## src/rtl/ltc2308_scan_sequencer.sv

```systemverilog
// ---------------------------------------------------------------------------
// ltc2308_scan_sequencer
//
// Purpose:
//   Drives the LTC2308 8-channel 12-bit SAR ADC serial pins and round-robins
//   conversions over a channel mask. The LTC2308 is pipelined by one frame:
//   the config word shifted in during frame N selects the conversion that is
//   read out during frame N+1. Each result is tagged with its channel and
//   presented as a single-cycle pulse.
//
// Ports:
//   clock          in   system clock
//   reset          in   synchronous, active-high reset
//   enable         in   1 = keep scanning, 0 = stop after the current frame
//   channel_mask   in   bit i enables single-ended channel i
//   unipolar       in   UNI bit of the config word
//   CONVST         out  ADC conversion start
//   SCK            out  ADC serial clock, idles low
//   SDI            out  ADC config data in
//   SDO            in   ADC data out, MSB first
//   busy           out  1 whenever the sequencer is not idle
//   result_valid   out  1-cycle pulse, result_* valid
//   result_channel out  channel that result_data belongs to
//   result_data    out  12-bit conversion code
//   scan_done      out  pulses with result_valid on the last channel of a pass
// ---------------------------------------------------------------------------
module ltc2308_scan_sequencer #(
  parameter int CLK_DIV       = 2,
  parameter int CONVST_CYCLES = 3,
  parameter int CONV_CYCLES   = 80
) (
  input  logic        clock,
  input  logic        reset,
  input  logic        enable,
  input  logic [7:0]  channel_mask,
  input  logic        unipolar,
  output logic        CONVST,
  output logic        SCK,
  output logic        SDI,
  input  logic        SDO,
  output logic        busy,
  output logic        result_valid,
  output logic [2:0]  result_channel,
  output logic [11:0] result_data,
  output logic        scan_done
);

  localparam int CNT_MAX = (CONV_CYCLES > CONVST_CYCLES) ?
                           ((CONV_CYCLES > CLK_DIV) ? CONV_CYCLES : CLK_DIV) :
                           ((CONVST_CYCLES > CLK_DIV) ? CONVST_CYCLES : CLK_DIV);
  localparam int CW = $clog2(CNT_MAX + 1);

  typedef enum logic [2:0] {
    IDLE,
    CONV_HI,
    CONV_WAIT,
    SHIFT,
    FINISH
  } state_t;

  state_t          state_q, state_d;
  logic [CW-1:0]   cnt_q, cnt_d;
  logic [3:0]      fall_q, fall_d;
  logic            sck_q, sck_d;
  logic [11:0]     shreg_q, shreg_d;
  logic [2:0]      cur_ch_q, cur_ch_d;
  logic [2:0]      nxt_ch_q, nxt_ch_d;
  logic            uni_q, uni_d;
  logic            primed_q, primed_d;
  logic            res_valid_q, res_valid_d;
  logic [2:0]      res_ch_q, res_ch_d;
  logic [11:0]     res_data_q, res_data_d;
  logic            done_q, done_d;

  logic [5:0]      cfg;
  logic [5:0]      cfg_shifted;
  logic            start_ok;

  // Lowest set mask bit strictly above cur when after_cur is set, wrapping to
  // the lowest set bit; with after_cur clear it simply returns the lowest bit.
  function automatic logic [2:0] pick_channel(input logic [7:0] mask,
                                              input logic [2:0] cur,
                                              input logic       after_cur);
    logic [2:0] lowest;
    logic [2:0] above;
    logic       found;
    lowest = '0;
    above  = '0;
    found  = 1'b0;
    for (int i = 7; i >= 0; i--) begin
      if (mask[i]) begin
        lowest = 3'(i);
        if (3'(i) > cur) begin
          above = 3'(i);
          found = 1'b1;
        end
      end
    end
    return (after_cur && found) ? above : lowest;
  endfunction

  // Config word bits in shift order: S/D, O/S, S1, S0, UNI, SLP.
  assign cfg         = {1'b1, nxt_ch_q[0], nxt_ch_q[2], nxt_ch_q[1], uni_q, 1'b0};
  assign cfg_shifted = cfg << fall_q;
  assign start_ok    = enable && (channel_mask != 8'h00);

  always_ff @(posedge clock) begin
    if (reset) begin
      state_q     <= IDLE;
      cnt_q       <= '0;
      fall_q      <= '0;
      sck_q       <= 1'b0;
      shreg_q     <= '0;
      cur_ch_q    <= '0;
      nxt_ch_q    <= '0;
      uni_q       <= 1'b0;
      primed_q    <= 1'b0;
      res_valid_q <= 1'b0;
      res_ch_q    <= '0;
      res_data_q  <= '0;
      done_q      <= 1'b0;
    end else begin
      state_q     <= state_d;
      cnt_q       <= cnt_d;
      fall_q      <= fall_d;
      sck_q       <= sck_d;
      shreg_q     <= shreg_d;
      cur_ch_q    <= cur_ch_d;
      nxt_ch_q    <= nxt_ch_d;
      uni_q       <= uni_d;
      primed_q    <= primed_d;
      res_valid_q <= res_valid_d;
      res_ch_q    <= res_ch_d;
      res_data_q  <= res_data_d;
      done_q      <= done_d;
    end
  end

  always_comb begin
    state_d     = state_q;
    cnt_d       = cnt_q;
    fall_d      = fall_q;
    sck_d       = sck_q;
    shreg_d     = shreg_q;
    cur_ch_d    = cur_ch_q;
    nxt_ch_d    = nxt_ch_q;
    uni_d       = uni_q;
    primed_d    = primed_q;
    res_valid_d = 1'b0;
    res_ch_d    = res_ch_q;
    res_data_d  = res_data_q;
    done_d      = 1'b0;
    CONVST      = 1'b0;
    SDI         = 1'b0;

    unique case (state_q)
      IDLE: begin
        if (start_ok) begin
          state_d  = CONV_HI;
          cnt_d    = '0;
          nxt_ch_d = pick_channel(channel_mask, cur_ch_q, 1'b0);
          uni_d    = unipolar;
        end
      end

      CONV_HI: begin
        CONVST = 1'b1;
        if (cnt_q == CW'(CONVST_CYCLES - 1)) begin
          cnt_d   = '0;
          state_d = CONV_WAIT;
        end else begin
          cnt_d = cnt_q + 1'b1;
        end
      end

      CONV_WAIT: begin
        SDI = cfg[5];
        if (cnt_q == CW'(CONV_CYCLES - 1)) begin
          cnt_d   = '0;
          fall_d  = '0;
          sck_d   = 1'b0;
          state_d = SHIFT;
        end else begin
          cnt_d = cnt_q + 1'b1;
        end
      end

      // The result registers are loaded on the last falling SCK edge so they
      // are already valid during the single FINISH cycle.
      SHIFT: begin
        SDI = cfg_shifted[5];
        if (cnt_q == CW'(CLK_DIV - 1)) begin
          cnt_d = '0;
          sck_d = ~sck_q;
          if (!sck_q) begin
            shreg_d = {shreg_q[10:0], SDO};
          end else begin
            fall_d = fall_q + 4'd1;
            if (fall_q == 4'd11) begin
              state_d     = FINISH;
              res_valid_d = primed_q;
              if (primed_q) begin
                res_ch_d   = cur_ch_q;
                res_data_d = shreg_q;
                done_d     = (nxt_ch_q <= cur_ch_q);
              end
            end
          end
        end else begin
          cnt_d = cnt_q + 1'b1;
        end
      end

      FINISH: begin
        cur_ch_d = nxt_ch_q;
        primed_d = 1'b1;
        if (start_ok) begin
          state_d  = CONV_HI;
          cnt_d    = '0;
          nxt_ch_d = pick_channel(channel_mask, nxt_ch_q, 1'b1);
          uni_d    = unipolar;
        end else begin
          state_d  = IDLE;
          primed_d = 1'b0;
        end
      end

      default: state_d = IDLE;
    endcase
  end

  assign SCK            = sck_q;
  assign busy           = (state_q != IDLE);
  assign result_valid   = res_valid_q;
  assign result_channel = res_ch_q;
  assign result_data    = res_data_q;
  assign scan_done      = done_q;

endmodule

```

## config.mk

```make
export PLATFORM = sky130hd
export DESIGN_NAME = ltc2308_scan_sequencer
export DESIGN_NICKNAME = d
export VERILOG_FILES = /design/src/rtl/ltc2308_scan_sequencer.sv
export SDC_FILE = /design/constraint.sdc
export NUM_CORES = 1
export LEC_CHECK = 0
export ABC_AREA = 1
export CORE_MARGIN = 2
export CORE_UTILIZATION = 60
export CTS_CLUSTER_DIAMETER = 100
export DETAILED_ROUTE_END_ITERATION = 10
export PLACE_DENSITY = 0.85
export SYNTH_ARGS = -nofsm -noshare
export SYNTH_HDL_FRONTEND = slang
export SYNTH_SLANG_ARGS = --single-unit
```

## constraint.sdc

```tcl
create_clock -name clock -period 4.75 [get_ports clock]
set_clock_uncertainty 0.1 [all_clocks]
set_input_delay 0.7125 -clock clock [delete_from_list [all_inputs] [get_ports clock]]
set_output_delay 0.7125 -clock clock [all_outputs]
set_load 0.03 [all_outputs]
```

==> flow_summary_export.csv, run 1 <==
group,metric,value,unit
run_status,status,"finished clean",
final_layout,antennaDiodeCount,0,
critical_path,crit_family,"buffers and inverters",
final_layout,sh_seq_area,0.3251,
synthesis,syn_nets,439,
global_routing,busiest_layer,"met2",
final_layout,clock_area_frac,0.03048,
synthesis,avgSynthCellArea,6.626,sq um
synthesis,ys_types,28,
critical_path,path_buffers,2,
detailed_routing,wl_met2,2805,um
die,floorplan.core_util,0.6290,
final_timing,slew_viol_final,0,
final_layout,syn2layout_area_growth,15.32,%
critical_path,critPathLaunch,"nxt_ch_q[2]$_SDFFE_PP0P_",
pwr,powerSeq,519,uW
synthesis,ff_type,"dfxtp_1",
flow_run,warning_count,28,
global_routing,use_met3,0.03889,
pwr,internal-power,750.1,uW
cts,clock_sinks,52,
cts,postCtsHoldBufs,0,
final_timing,rsz0062_at_grt,"false",
final_timing,setup_ws,1.777,ns
final_layout,layout_top_cells,"nand2_1 (99), inv_1 (69), dfxtp_1 (52)",
critical_path,cpPeakStageDelay,0.73,ns
cts,cts_buffers,5,
cts,post_cts_resized,0,
cts,insertion_delay,0.29,ns
global_routing,grt_pass1_wl,9832,um
cts,clockRootBuffer,"clkbuf_8",
critical_path,crit_cells,5,
detailed_routing,wire_per_inst,11.45,um
synthesis,most_common_cell,"nand2_1",
global_routing,antenna_found_initial,0,
global_routing,first_global_vias,2421,
synthesis,syn_inst,419,
final_layout,finalNetCount,468,
==> run 1: cells by family after synthesis <==
family / count (synthesis) / share of synthesized area
buf+inv: 85 / 0.1253
simple gates: 182 / 0.2862
fa+ha+maj: 7 / 0.03154
flops: 52 / 0.3749
xor+xnor: 4 / 0.01262
compound gates: 89 / 0.1694
==> run 1: worst reg2reg max path, delay by kind of cell (launching register included) <==
family	cells	cell delay [ns]
buf+inv	1	0.13
simple gates	6	0.69
compound gates	2	0.30
flops	1	0.44
fa+ha+maj	1	0.26
==> run 1: sequential cells by signal (all words and copies together) (netlist names) <==
signal / cells
result_data: 12
shreg_q: 12
cnt_q: 7
fall_q: 4
cur_ch_q: 3
nxt_ch_q: 3
result_channel: 3
state_q: 3
SCK: 1
primed_q: 1
result_valid: 1
scan_done: 1
uni_q: 1
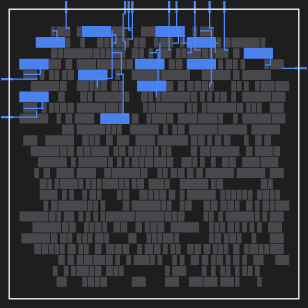
**Above:** run 1 (nets reached from selected ports).
Drawn at 4 px/um.
[blue] result_data | direction: output | end cells: 12 | buffers: 12 | wire: 215 um
# IOs: 34
port buffer count: 33

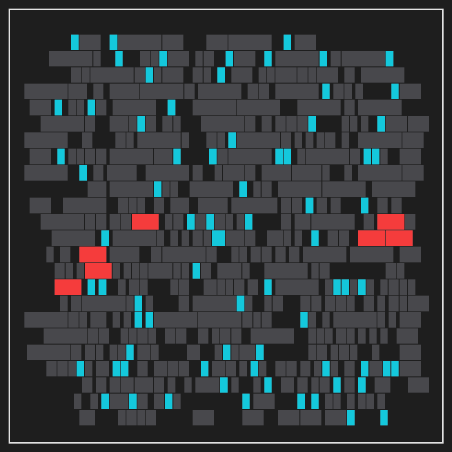
**Above:** run 1 (gate families picked out).
Drawn at 6 px/um.
[cyan] inverters | cells: 74 | where: spread over the die
[red] adder and majority cells | cells: 7
fin cells: 501
Comb area share: 0.4334
dominant logic cell type in the layout: nand2_1

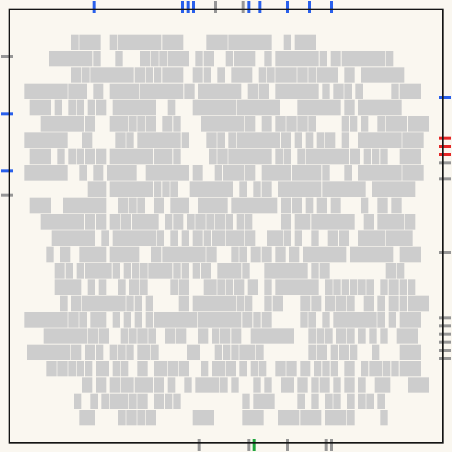
**Above:** run 1 (pin map).
Drawn at 6 px/um. Pins as bars across the die edge, other pins in gray.
[green] busy | pins: 1 | direction: output | edge: south
[blue] result_data | pins: 12 | direction: output | edge: 9 north, 2 west, 1 east
[red] result_channel | pins: 3 | direction: output | edge: east
Die Ht: 72.03 um
Die Wd: 72.03 um

==> run 1 -> run 2 <==
--- a/config.mk
+++ b/config.mk
@@ -7,10 +7,10 @@
 export LEC_CHECK = 0
 export ABC_AREA = 1
 export CORE_MARGIN = 2
-export CORE_UTILIZATION = 60
+export CORE_UTILIZATION = 50
 export CTS_CLUSTER_DIAMETER = 100
 export DETAILED_ROUTE_END_ITERATION = 10
-export PLACE_DENSITY = 0.85
+export PLACE_DENSITY = 0.76
 export SYNTH_ARGS = -nofsm -noshare
 export SYNTH_HDL_FRONTEND = slang
 export SYNTH_SLANG_ARGS = --single-unit
==> constraint.sdc (replaced) <==
create_clock -name clock -period 2.6 [get_ports clock]
set_clock_uncertainty 0.1 [all_clocks]
set_input_delay 0.39 -clock clock [delete_from_list [all_inputs] [get_ports clock]]
set_output_delay 0.39 -clock clock [all_outputs]
set_load 0.03 [all_outputs]
==> run 2 against run 1 <==
Effect of this change:
- combinational power rose by 88%
- setup slack got worse by 1.5 ns
- sequential power rose by 82%
- largest power group unchanged
- count of clock-buffer cells in the layout fell by 1
- design area rose by 1.8%
- wire length rose by 4.1%
- non-clock buffer count rose by 4
- worst hold slack improved by 0.0071 ns
==> flow_summary_export.csv, run 2 <==
group,metric,value,unit
final_layout,antennaDiodeCount,0,
synthesis,syn_inst,419,
final_timing,rsz0062_at_grt,"false",
die,floorplan.core_util,0.5105,
die,io_pins,34,
global_routing,use_met3,0.03563,
die,std_cell_rows,27,
final_timing,slew_viol_final,0,
cts,postCtsHoldBufs,0,
critical_path,critPathLaunch,"state_q[0]$_SDFFE_PP0P_",
pwr,p_clk,501,uW
cts,clockRootBuffer,"clkbuf_8",
detailed_routing,wire_per_inst,11.38,um
global_routing,grt_pass1_wl,10380,um
final_layout,finalNetCount,472,
global_routing,first_global_vias,2356,
final_layout,stdcell_count,525,
cts,insertion_delay,0.32,ns
final_timing,period_needed,2.373,ns
synthesis,compound_area_frac,0.1694,
synthesis,syn_nets,439,
final_layout,lay_top_count,"nand2_1",
final_layout,layout_top_cells,"nand2_1 (99), inv_1 (69), dfxtp_1 (52)",
synthesis,avgSynthCellArea,6.626,sq um
final_timing,setup_ws,0.2270,ns
synthesis,ff_type,"dfxtp_1",
global_routing,antenna_found_initial,0,
cts,post_cts_resized,0,
placed_design,postPlaceCellArea,0.003159,sq mm
synthesis,xor_area_frac,0.01262,
final_layout,sh_comb_area,0.4263,
synthesis,ys_types,28,
cts,cts_buffers,5,
final_layout,clock_area_frac,0.02955,
final_layout,n_fill_cell,502,
final_layout,syn2layout_area_growth,17.44,%
synthesis,async_reset_ff_frac,0,
final_layout,sh_seq_area,0.3193,
flow_run,warning_count,28,
placed_design,port_buffers,33,
critical_path,cpPeakStageDelay,0.59,ns
run_status,status,"finished clean",
synthesis,most_common_cell,"nand2_1",
cts,clock_sinks,52,
[run 2: cell count changes in the layout (fill, tap and decap cells not counted), sizes merged]
| cell | delta |
|---|---|
| buf | +4 |
| clkbuf | -1 |
| clkdlybuf4s50 | -1 |
| clkinv | +1 |
| clkinvlp | -1 |
| dlymetal6s2s | +1 |
| inv | +1 |
[run 2: critical path: cells and delay by family, from the launching register on]
family,cells,cell delay [ns]
buffers and inverters,3,0.74
flip-flops,1,0.38
AND/OR/NAND/NOR,2,0.44
[run 2: final timing paths]
kind                            depth (start not counted)                       end
worst min-delay path                                    2  shreg_q[11]$_SDFFE_PP0P_
worst max-delay path                                    5                      busy
worst max register to register                         10    fall_q[0]$_SDFFE_PP0P_
worst min register to register                          2  shreg_q[11]$_SDFFE_PP0P_
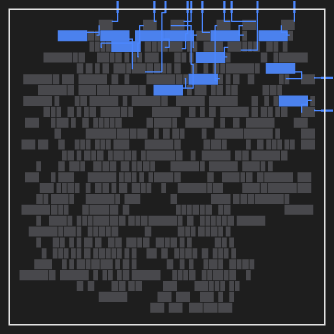
**Above:** run 2 (nets reached from selected ports).
Drawn at 4 px/um.
[blue] result_data | direction: output | end cells: 12 | buffers: 12 | wire: 192 um

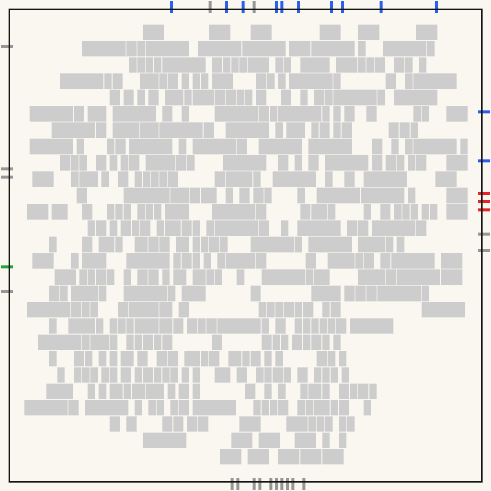
**Above:** run 2 (pin map).
Drawn at 6 px/um. Pins as bars across the die edge, other pins in gray.
[green] busy | pins: 1 | direction: output | edge: west
[blue] result_data | pins: 12 | direction: output | edge: 10 north, 2 east
[red] result_channel | pins: 3 | direction: output | edge: east
all pins by edge: 12 north, 10 south, 7 east, 5 west
Die Wd: 78.52 um
Die Ht: 78.52 um

Power figures rest on the tool's default switching activity, not on a simulated workload.
